**Run 1: cell sizes after repair**

(3 px per um)
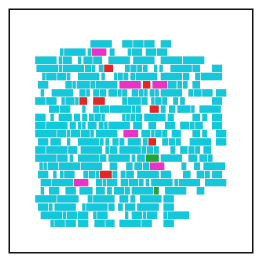
**Run 1: signal metal coverage by tile**

(4 px per um) The die is cut into 16 by 16 equal tiles; dark purple is low, yellow is high, scaled to the fullest tile. Values are wire area over tile area, all layers added.
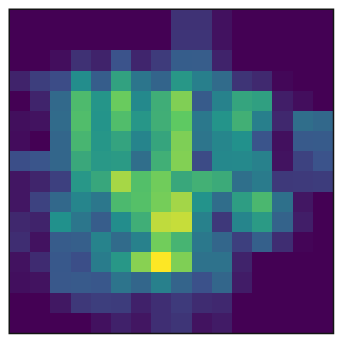
**Run 1: the metal 3 layer**

(4 px per um)
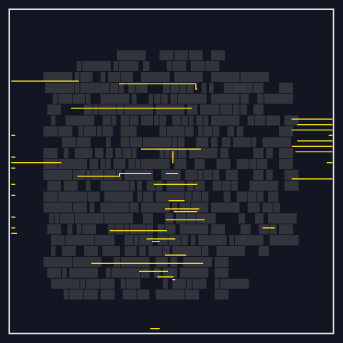
$ cat src/rtl/p19_vga_pkg.sv
// Shared timing constants (640x480 @ 25.175 MHz) and counter width helper.
package p19_vga_pkg;

  localparam int DEF_H_VISIBLE = 640;
  localparam int DEF_H_FRONT   = 16;
  localparam int DEF_H_SYNC    = 96;
  localparam int DEF_H_BACK    = 48;
  localparam int DEF_V_VISIBLE = 480;
  localparam int DEF_V_FRONT   = 10;
  localparam int DEF_V_SYNC    = 2;
  localparam int DEF_V_BACK    = 33;

  // Bits needed to hold 0..n-1, never less than one.
  function automatic int cnt_width(input int n);
    return (n <= 2) ? 1 : $clog2(n);
  endfunction

endpackage

$ cat src/rtl/p19_wrap_counter.sv
// Modulo-N up-counter with enable, synchronous active-low reset and terminal count.
module p19_wrap_counter #(
  parameter int N = 2,
  parameter int W = 1
) (
  input  logic         clk,
  input  logic         rst_n,
  input  logic         en,
  output logic [W-1:0] cnt,
  output logic         tc
);

  assign tc = (cnt == W'(N - 1));

  always_ff @(posedge clk) begin
    if (!rst_n) begin
      cnt <= '0;
    end else if (en) begin
      cnt <= tc ? '0 : cnt + 1'b1;
    end
  end

endmodule

$ cat src/rtl/p19_vga_timing.sv
// VGA raster timing generator: h/v position counters plus registered sync, de,
// scaled coordinates, line/frame strobes and a free-running frame counter.
module p19_vga_timing
  import p19_vga_pkg::*;
#(
  parameter int H_VISIBLE = DEF_H_VISIBLE,
  parameter int H_FRONT   = DEF_H_FRONT,
  parameter int H_SYNC    = DEF_H_SYNC,
  parameter int H_BACK    = DEF_H_BACK,
  parameter int V_VISIBLE = DEF_V_VISIBLE,
  parameter int V_FRONT   = DEF_V_FRONT,
  parameter int V_SYNC    = DEF_V_SYNC,
  parameter int V_BACK    = DEF_V_BACK,
  parameter int HS_POL    = 0,
  parameter int VS_POL    = 0,
  parameter int SCALE     = 0,
  parameter int FCW       = 8,
  localparam int XW = cnt_width(H_VISIBLE >> SCALE),
  localparam int YW = cnt_width(V_VISIBLE >> SCALE)
) (
  input  logic           clk,
  input  logic           rst_n,
  input  logic           ce,
  output logic           hs,
  output logic           vs,
  output logic           de,
  output logic [XW-1:0]  x,
  output logic [YW-1:0]  y,
  output logic           line_start,
  output logic           frame_start,
  output logic [FCW-1:0] frame_cnt
);

  localparam int H_TOTAL = H_VISIBLE + H_FRONT + H_SYNC + H_BACK;
  localparam int V_TOTAL = V_VISIBLE + V_FRONT + V_SYNC + V_BACK;
  localparam int HW = cnt_width(H_TOTAL);
  localparam int VW = cnt_width(V_TOTAL);

  localparam logic [HW-1:0] H_VIS_END  = HW'(H_VISIBLE);
  localparam logic [HW-1:0] H_SYNC_BEG = HW'(H_VISIBLE + H_FRONT);
  localparam logic [HW-1:0] H_SYNC_END = HW'(H_VISIBLE + H_FRONT + H_SYNC);
  localparam logic [VW-1:0] V_VIS_END  = VW'(V_VISIBLE);
  localparam logic [VW-1:0] V_SYNC_BEG = VW'(V_VISIBLE + V_FRONT);
  localparam logic [VW-1:0] V_SYNC_END = VW'(V_VISIBLE + V_FRONT + V_SYNC);
  localparam logic HS_ACT = (HS_POL != 0);
  localparam logic VS_ACT = (VS_POL != 0);

  if (H_VISIBLE < 1 || H_FRONT < 1 || H_SYNC < 1 || H_BACK < 1 ||
      V_VISIBLE < 1 || V_FRONT < 1 || V_SYNC < 1 || V_BACK < 1 ||
      FCW < 1 || SCALE < 0 || SCALE > 3 ||
      (H_VISIBLE % (1 << SCALE)) != 0 || (V_VISIBLE % (1 << SCALE)) != 0) begin : g_param_err
    $error("p19_vga_timing: illegal timing, SCALE or FCW parameter");
  end

  logic [HW-1:0] h_cnt;
  logic [VW-1:0] v_cnt;
  logic          h_tc;
  logic          v_tc;

  p19_wrap_counter #(.N(H_TOTAL), .W(HW)) u_h_cnt (
    .clk   (clk),
    .rst_n (rst_n),
    .en    (ce),
    .cnt   (h_cnt),
    .tc    (h_tc)
  );

  p19_wrap_counter #(.N(V_TOTAL), .W(VW)) u_v_cnt (
    .clk   (clk),
    .rst_n (rst_n),
    .en    (ce & h_tc),
    .cnt   (v_cnt),
    .tc    (v_tc)
  );

  logic de_n, hs_n, vs_n, ls_n, fs_n;
  // Set once a full frame has elapsed, so the frame_start right after reset is frame 0.
  logic wrapped;

  assign de_n = (h_cnt < H_VIS_END) && (v_cnt < V_VIS_END);
  assign hs_n = (h_cnt >= H_SYNC_BEG) && (h_cnt < H_SYNC_END);
  assign vs_n = (v_cnt >= V_SYNC_BEG) && (v_cnt < V_SYNC_END);
  assign ls_n = (h_cnt == '0) && (v_cnt < V_VIS_END);
  assign fs_n = (h_cnt == '0) && (v_cnt == '0);

  always_ff @(posedge clk) begin
    if (!rst_n) begin
      hs          <= ~HS_ACT;
      vs          <= ~VS_ACT;
      de          <= 1'b0;
      x           <= '0;
      y           <= '0;
      line_start  <= 1'b0;
      frame_start <= 1'b0;
      frame_cnt   <= '0;
      wrapped     <= 1'b0;
    end else if (ce) begin
      hs          <= hs_n ? HS_ACT : ~HS_ACT;
      vs          <= vs_n ? VS_ACT : ~VS_ACT;
      de          <= de_n;
      line_start  <= ls_n;
      frame_start <= fs_n;
      if (de_n) begin
        x <= XW'(h_cnt >> SCALE);
        y <= YW'(v_cnt >> SCALE);
      end
      if (fs_n && wrapped) begin
        frame_cnt <= frame_cnt + 1'b1;
      end
      if (h_tc && v_tc) begin
        wrapped <= 1'b1;
      end
    end
  end

endmodule
$ cat config.mk
export PLATFORM = sky130hd
export DESIGN_NAME = p19_vga_timing
export DESIGN_NICKNAME = d
export VERILOG_FILES = /design/src/rtl/p19_vga_pkg.sv /design/src/rtl/p19_wrap_counter.sv /design/src/rtl/p19_vga_timing.sv
export SDC_FILE = /design/constraint.sdc
export NUM_CORES = 1
export LEC_CHECK = 0
export ABC_CLOCK_PERIOD_IN_PS = 2950
export CAP_MARGIN = 20
export CORE_MARGIN = 8
export CORE_UTILIZATION = 58
export CTS_CLUSTER_SIZE = 16
export DETAILED_ROUTE_END_ITERATION = 8
export PLACE_DENSITY = 0.86
export SETUP_SLACK_MARGIN = 0.05
export SYNTH_ARGS = -nofsm -noshare
export SYNTH_HDL_FRONTEND = slang
export SYNTH_SLANG_ARGS = --single-unit
$ cat constraint.sdc
create_clock -name clk -period 2.95 [get_ports clk]
set_input_delay 0.59 -clock clk [delete_from_list [all_inputs] [get_ports clk]]
set_output_delay 0.59 -clock clk [all_outputs]
set_load 0.005 [all_outputs]
==> notes.md, run 1 <==
Numbers from the implementation run.

Sorting the Yosys area breakdown by cell type puts at the top dfxtp_1. The highest signal layer in the routed design is met4. In the final layout, the registers with the most flip-flops are u_h_cnt.cnt x10, u_v_cnt.cnt x10, x x10. The H-tree depth is 2. TritonCTS created 5 clock buffers. Note, the detailed placer reported a final HPWL of 4.102 mm. Of the combinational cells, the family taking the most area is simple AND/OR/NAND/NOR gates. In this run, the synthesized area fraction spent on and/or/nand/nor cells is recorded as 0.2647.

The number of antenna violations at the first check in global routing came to 0. In this run, the synthesized area fraction spent on xor and xnor cells is recorded as 0.04696. The non-filler instance count after layout is 355. The capturing point of the worst reg2reg path is u_v_cnt.cnt[5]$_SDFFE_PN0P_.

The number of global-route vias before repair is 1998. The synthesis report gives the async set-or-reset register share as 0. The routed design uses 300 um of met3 wire.

The highest fanout seen on the critical path is 10. Before any placement, the netlist area is recorded as 0.002425 mm^2. The fraction of met2 tracks used by global routing is 0.3160. The combinational cell area excluding buffers and inverters is 0.001249 mm^2. The worst hold path belongs to the class reg2reg. The sequential cell count is 53. The number of well taps is 50.

The worst hold path endpoint is hs$_SDFFE_PN1P_. The number of distinct library cells after synthesis is 40. The clock input transition at the sequential cells of the worst setup and hold paths is 0.10 ns. The final standard cell area without fillers is 0.002884 mm^2. The most critical hold endpoint after final layout shows a slack of 0.4828 ns. The share of final layout cell area taken by non-clock buffers is 0.1328. The global-route usage over all layers is 0.1794.

The normalized max-slew margin is 0.5949. The initial standard-cell utilization of the core is 0.6062. After layout, the clock buffer instance count stands at 5. The run finished with clean final reports. The power report attributes to the clock group a share of 0.338. Of all the cell area in the finished design, the clock network holds 0.03167. The layout inverter count without the clock tree is 10. The kind of cell with the highest combined delay on the critical path is simple AND/OR/NAND/NOR gates. The end of the critical path is u_v_cnt.cnt[5]$_SDFFE_PN0P_.

The final timing report lists a hold violation count of 0. Of the post-synthesis cell area, the dominant cell type holds 0.4376. The post-synthesis compound-gate area fraction is 0.1022. The region available for standard cell placement spans 0.004000 mm^2. After synthesis, the most frequently instantiated cells are dfxtp_1, nor2_1, a21oi_1. The ratio of total power to cell area is 427.8 mW/mm^2.

The internal portion of the total power is 0.0009303 W. The flow reports power dissipated in the clock network as 0.000417 W. The path depth of the worst reg2reg path is 5. Across the routed clock network, the largest skew measured is 0.004439 ns. The reported sequential group power is 0.000732 W. The share of the core filled with cells in the final layout is 0.7210. The first global-routing pass estimated 9.390 mm of wire. For this run, the chip area from Yosys synthesis comes to 0.002425 mm^2. Pin placement for this block handled 35 I/O pins.

The number of detailed-routing iterations run before antenna repair is 4. The data arrival time reported for the critical path is 2.53 ns. On the critical path, the stage with the largest delay is an instance of or3_1.

The vertical die size is 80.66 um. The final weighted congestion of routability-driven global placement is 0.8262. The floorplan die width is 80.66 um. The net count of the finished layout is 313. In the per-layer summary, the met1 wirelength comes to 2.496 mm. The most critical setup path has its startpoint at ce.

The worst hold path begins at hs$_SDFFE_PN1P_. Detailed-route iteration 0 reported a violation count of 147. The number of fill cells is 301. The post-synthesis cell type with the largest instance count is dfxtp_1. The site row count is 23. The critical path capture point type is a flip-flop. The final worst setup slack is 0.6612 ns. The count of cells along the worst hold path is 2. The pin count of the biggest net entering global routing is 19. The placed instances occupy a cell area of 0.002793 mm^2. Timing analysis after detailed placement gives a worst setup slack of 0.3501 ns. The area taken by flip-flops and latches is 0.001061 mm^2. In this run the tools logged warnings totalling 29. The total chip power is 0.001234 W. The quantity of gates resized following cts is 0. The synthesized netlist net count is 283.

Together, buffers and inverters on the worst path number 1. The later-pin clock latency in the skew report is 0.31 ns. The maximum number of buffers from clock root to sink is 2. Including well taps, the total number of placed cells is 347. The nature of the critical path startpoint is a primary input. The routing layer with the top usage in global route is met2. The sum of routed wire length over all layers is 5.742 mm. The count of plain and timing-repair buffers is 38. The post-route minimum period is 2.289 ns. According to the CTS report, the clock sink count is 53. The count of multi-input gates is 196. The net switching power is 0.0003036 W. The part of the Yosys area used for sequential elements is 0.4376.

The static leakage is 1.022 nW. TritonCTS built the clock tree. The dominant power group is sequential cells.

The proportion of power drawn by combinational gates is 0.069. The adder-cell share of the synthesized area is 0.03096. Per the layout area report, the sequential fraction of cell area is 0.3679.

The maximum achievable frequency is 0.4369 GHz. In this run the full chip footprint comes out at 0.006506 mm^2. The mean routed wirelength per cell is 16.17 um. The longest incremental delay of any stage on the critical path is reported as 0.54 ns. Dividing the synthesized area by the synthesized cell count gives 8.850 um^2. The synthesized design contains 53 register bits. The part of the power in registers is 0.594. The critical path required time is 3.19 ns.

The number of cells in the yosys synthesis report is 274. The number of instances in the synthesized netlist is 274. The final global-route overflow total is 0. Setup repair after global routing left no endpoint under its margin. The global routing usage on met1 is 0.2069. From the final report, the count of setup violators was given as 0. The layout summary lists the proportion of cells stronger than drive strength 1 as 0.04918. The slack of the worst reg-to-reg path is 0.77 ns. The post-route clock period utilization is 0.7759.

By startpoint and endpoint, the worst setup path is classified as in2reg. The transition time at the pin with the least slew margin is 0.6070 ns. The layout overhead on the synthesized area is 18.94%. The count of nets left with antenna violations once routing finished came out at 0. The tree is rooted in a clkbuf_8. The number of enable-type register cells in the synthesized netlist is 0. In this run the critical path is formed by clkdlybuf4s50_1 -> nand3_1 -> or3_1 -> or4_1 -> a21oi_1. The fraction of cell area in multi-input combinational cells is reported as 0.4330. The number of warnings printed during yosys synthesis is 0.

The timing report lists the critical path depth as 5 cells. 0 antenna diodes ended up in the layout. The buffers inserted during post-CTS setup optimization is 0.

The top cell class by occupied area is logic gates. The routed length on met2 is 2.843 mm. Of the post-synthesis cell area, the part taken by muxes is 0.07018. The met3 demand-to-capacity share in global routing is 0.03906. Per the final report, max-transition violations number 0.

Per the power-grid run, VDD falls by no more than 326.9 uV. The most common cell after layout, fill and taps aside is dfxtp_1. Detailed routing inserted a total of 2113 vias. The remaining design rule violation count is 0. The number of buffers inserted for hold repair after clock tree synthesis is 0. The launching point of the worst reg2reg path is u_h_cnt.cnt[0]$_SDFFE_PN0P_.
## Picture notes: 'cell sizes after repair'
[x1 and smaller] cyan | cells: 290 | most used: dfxtp_1
[x2] green | cells: 2
[x6 and larger] magenta | cells: 6 | most used: clkbuf_8
[x3 and x4] red | cells: 7 | most used: buf_4

## Picture notes: 'signal metal coverage by tile'
fullest tile: 0.53
emptiest ninth of the die: south-east
tiles over half the peak: 21%

## Picture notes: 'the metal 3 layer'
main direction: horizontal
nets with wire on the layer: 33
longest straight run: 29.9 um
wire length on this layer: 300 um

**Run 1: placement by cell class**

(6 px per um)
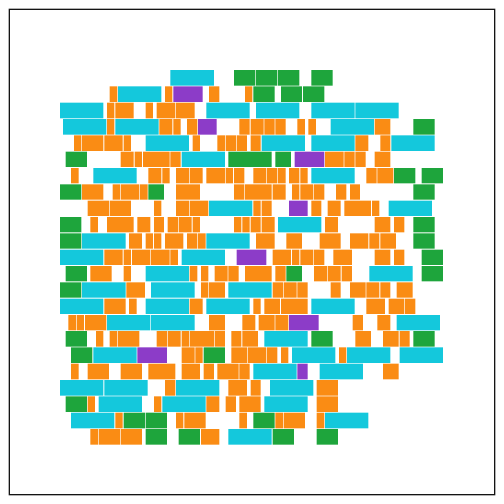

--- run 2 (diff from run 1) ---
--- a/config.mk
+++ b/config.mk
@@ -5,13 +5,13 @@
 export SDC_FILE = /design/constraint.sdc
 export NUM_CORES = 1
 export LEC_CHECK = 0
-export ABC_CLOCK_PERIOD_IN_PS = 2950
+export ABC_CLOCK_PERIOD_IN_PS = 2100
 export CAP_MARGIN = 20
 export CORE_MARGIN = 8
-export CORE_UTILIZATION = 58
+export CORE_UTILIZATION = 48
 export CTS_CLUSTER_SIZE = 16
 export DETAILED_ROUTE_END_ITERATION = 8
-export PLACE_DENSITY = 0.86
+export PLACE_DENSITY = 0.77
 export SETUP_SLACK_MARGIN = 0.05
 export SYNTH_ARGS = -nofsm -noshare
 export SYNTH_HDL_FRONTEND = slang
==> constraint.sdc (replaced) <==
create_clock -name clk -period 2.1 [get_ports clk]
set_input_delay 0.42 -clock clk [delete_from_list [all_inputs] [get_ports clk]]
set_output_delay 0.42 -clock clk [all_outputs]
set_load 0.005 [all_outputs]
**Run 2: placement by cell class**

(6 px per um)
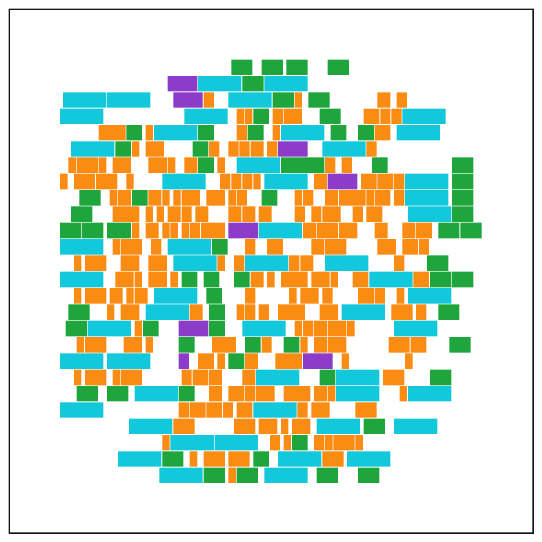
[sequential cells] cyan | cells: 53
[remaining logic cells] orange | cells: 206
[clock drivers and dummy loads] purple | cells: 8
[remaining buffers and delay cells] green | cells: 64

**Run 2: clock routing**

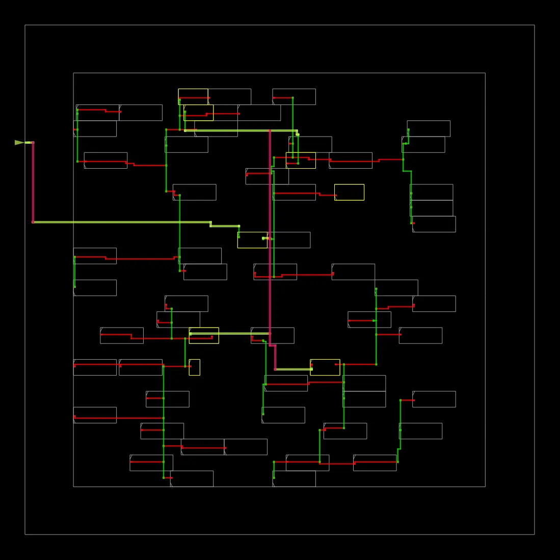
flop count: 53
Latency at later pin: 0.31 ns

**Run 2: the metal 3 layer**

(4 px per um)
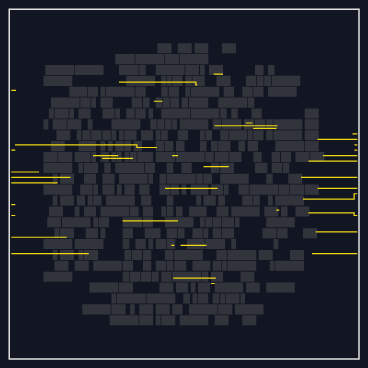
wire length on this layer: 318 um
nets with wire on the layer: 31
main direction: horizontal

==> run 2 against run 1 <==
Effect of this change: clock skew barely moved; sequential share of layout area fell by 2.9 points; register-to-register slack lost 0.60 ns; clock-buffer cell count increased by 2; clock power grew 49%; largest cell class unchanged; largest power group unchanged; worst setup slack worse by 0.54 ns; total power increased by 45%; final area increased by 8.7%; wire length down 1.1%; hold slack got worse by 0.0073 ns; global-route usage fell by 2.3 points; critical path depth did not move.
==> notes.md, run 2 <==
Numbers from the implementation run.

The power report attributes to the clock group a share of 0.347. The floorplan die width is 87.08 um. The path depth of the worst reg2reg path is 5. The final report gives the standard cell area, fillers excluded, as 0.003134 mm^2. The synthesized netlist occupies a cell area of 0.002425 mm^2. The portion of the layout cell area used by clock cells is 0.03234.

The clock input transition at the sequential cells of the worst setup and hold paths is 0.09 ns. Setup repair after global routing left no endpoint under its margin. TritonCTS created 5 clock buffers.

The net switching power is 0.0004075 W. The power report attributes to the sequential group a share of 0.570. In the final design database the tool counted 339 nets. The reported clock group power is 0.000622 W.

The remaining design rule violation count is 0. The first global-routing pass estimated 9.625 mm of wire. Per the synthesis report, the dominant area consumer among library cells is dfxtp_1. Per the synthesis report, the XOR/XNOR share of the synthesized area is 0.04696. Of the total standard cell area in the layout, the sequential portion is 0.3385. The final timing summary puts the cycle share of the worst path at 0.9408.

The maximum number of buffers from clock root to sink is 2. The sum of routed wire length over all layers is 5.676 mm. The layout contains a multi-input combinational cell count of 196.

The final worst setup slack is 0.1244 ns. The total number of clock tree sinks is 53. Per STA, the highest per-stage delay on the worst path measures 0.53 ns. The first detailed-routing pass took 4 iterations. The critical path required time is 2.35 ns. The clock arrives with 0.004855 ns of skew. The launching point of the worst reg2reg path is u_h_cnt.cnt[0]$_SDFFE_PN0P_.

The buffers inserted during post-CTS setup optimization is 1. The nature of the critical path startpoint is a primary input. Walking the worst path, the cells encountered are clkdlybuf4s50_1 -> nand3_2 -> or4_4 -> or4b_1 -> a21oi_2. The count of clock buffers in the final design is 7. The largest cell class by area is logic gates.

The final global-route overflow total is 0. The worst path needs 1.976 ns of the cycle, external delays included. For reference, the final report shows the max-slew violation count at 0. The count of plain and timing-repair buffers is 64. The area fraction of the largest cell type after synthesis is 0.4376. The global routing report lists combined usage of all routing layers as 0.1567.

The flow ran to the end, and the final reports show no timing, DRC or antenna violations. The number of distinct library cells after synthesis is 40. STA reports the tightest min-delay check as being of type reg2reg.

All stages included, the depth of the critical timing path comes to 5. The end of the critical path is u_v_cnt.cnt[6]$_SDFFE_PN0P_. The violation tally recorded at the end of detailed-routing iteration 0 is 107. The routed length on met1 is 2.441 mm. The number of fill cells is 434.

For this design, the slowest cell found on the critical path is or4b_1. The share of total power dissipated in combinational logic is 0.083. The cell-mix breakdown from Yosys lists the simple-gate area share as 0.2647.

Per Yosys stat, the portion of area used by sequential elements is 0.4376. Summing internal, switching and leakage power gives 0.001795 W. The final weighted congestion of routability-driven global placement is 0.8546. The layout summary lists the proportion of cells stronger than drive strength 1 as 0.1360.

TritonCTS built the clock tree. Entering global routing, the biggest net connects 21 pins. The most common cell after layout, fill and taps aside is dfxtp_1.

The remaining antenna violation count is 0. The total cell area at the placement stage is 0.003005 mm^2. The met3 demand-to-capacity share in global routing is 0.05189. For this run, the number of Yosys warnings is 0. The transition time at the pin with the least slew margin is 0.4599 ns. The number of antenna violations at the first check in global routing is 0. The sum of met3 wire segment lengths after detailed routing is 318 um. The floorplan core area is 0.004977 mm^2. During tapcell insertion the tool placed 70 well taps. The worst register-to-register path has a setup slack of 0.17 ns. The H-tree depth is 2. The launch instance of the worst min-delay path is de$_SDFFE_PN0P_. The quantity of gates resized following cts is 0. The worst path buffer plus inverter count is 1.

The static leakage is 1.167 nW. The routed length on met2 is 2.785 mm. The OpenROAD report gives the critical path a data arrival time of 2.23 ns. The number of synthesized register bits is 53. The fraction of registers with async set or reset after synthesis is 0.

The normalized max-slew margin is 0.6909. The worst supply voltage drop on vdd is 519.7 uV. Of the total synthesized cell area, the portion taken by full adders, half adders and majority gates is 0.03096.

The worst setup path startpoint is ce. The synthesized netlist handed to floorplanning was reported with a cell count of 274. The cell count after placement is 392. The routed layout has 2184 vias. The vertical die size is 87.08 um. The routing layer with the top usage in global route is met2. Compared with the post-synthesis result, the final layout area differs by 29.26%. Leaving out filler cells and counting taps, the final layout contains 401. On the critical path the largest part of the delay comes from simple AND/OR/NAND/NOR gates. For this design, the CTS-stage hold fixing added 0 buffers. The sequential cells in the finished layout cover a total of 0.001061 mm^2. Hold timing on the final database bottoms out at a slack of 0.4755 ns. The number of endpoints failing setup at the final stage is 0. Per the final report, the share of cell area in non-clock buffers is 0.1856. For reference, the final report shows the hold violation count at 0. The cell sitting at the root of the clock tree is a clkbuf_8. The report lists the power per cell area as 572.6 mW/mm^2.

The count of cells along the worst hold path is 2. Yosys instantiated no cell more often than dfxtp_1. The number of global-route vias before repair is 2112.

The worst hold path endpoint is de$_SDFFE_PN0P_. The critical path class is in2reg. After legalization and detailed placement, the total HPWL measured 4.196 mm. The post-synth count of flops with an enable pin is 0.

In the final layout, the multi-input gates occupy 0.001265 mm^2. For this run, the chip area from Yosys synthesis comes to 0.002425 mm^2. The highest layer touched by signal routing is met4. The post-synthesis compound-gate area fraction is 0.1022.

The warning total across the stage logs is 29. Multi-input logic gates represent a cell area share of 0.4036. STA classifies the critical path endpoint as a flip-flop. In the final layout, the registers with the most flip-flops are u_h_cnt.cnt x10, u_v_cnt.cnt x10, x x10. Routing resource usage on met1 recorded by global route was 0.1644.

The synthesized netlist net count is 283. The capturing point of the worst reg2reg path is u_v_cnt.cnt[6]$_SDFFE_PN0P_.
Power is estimated from default activity; no workload was simulated.
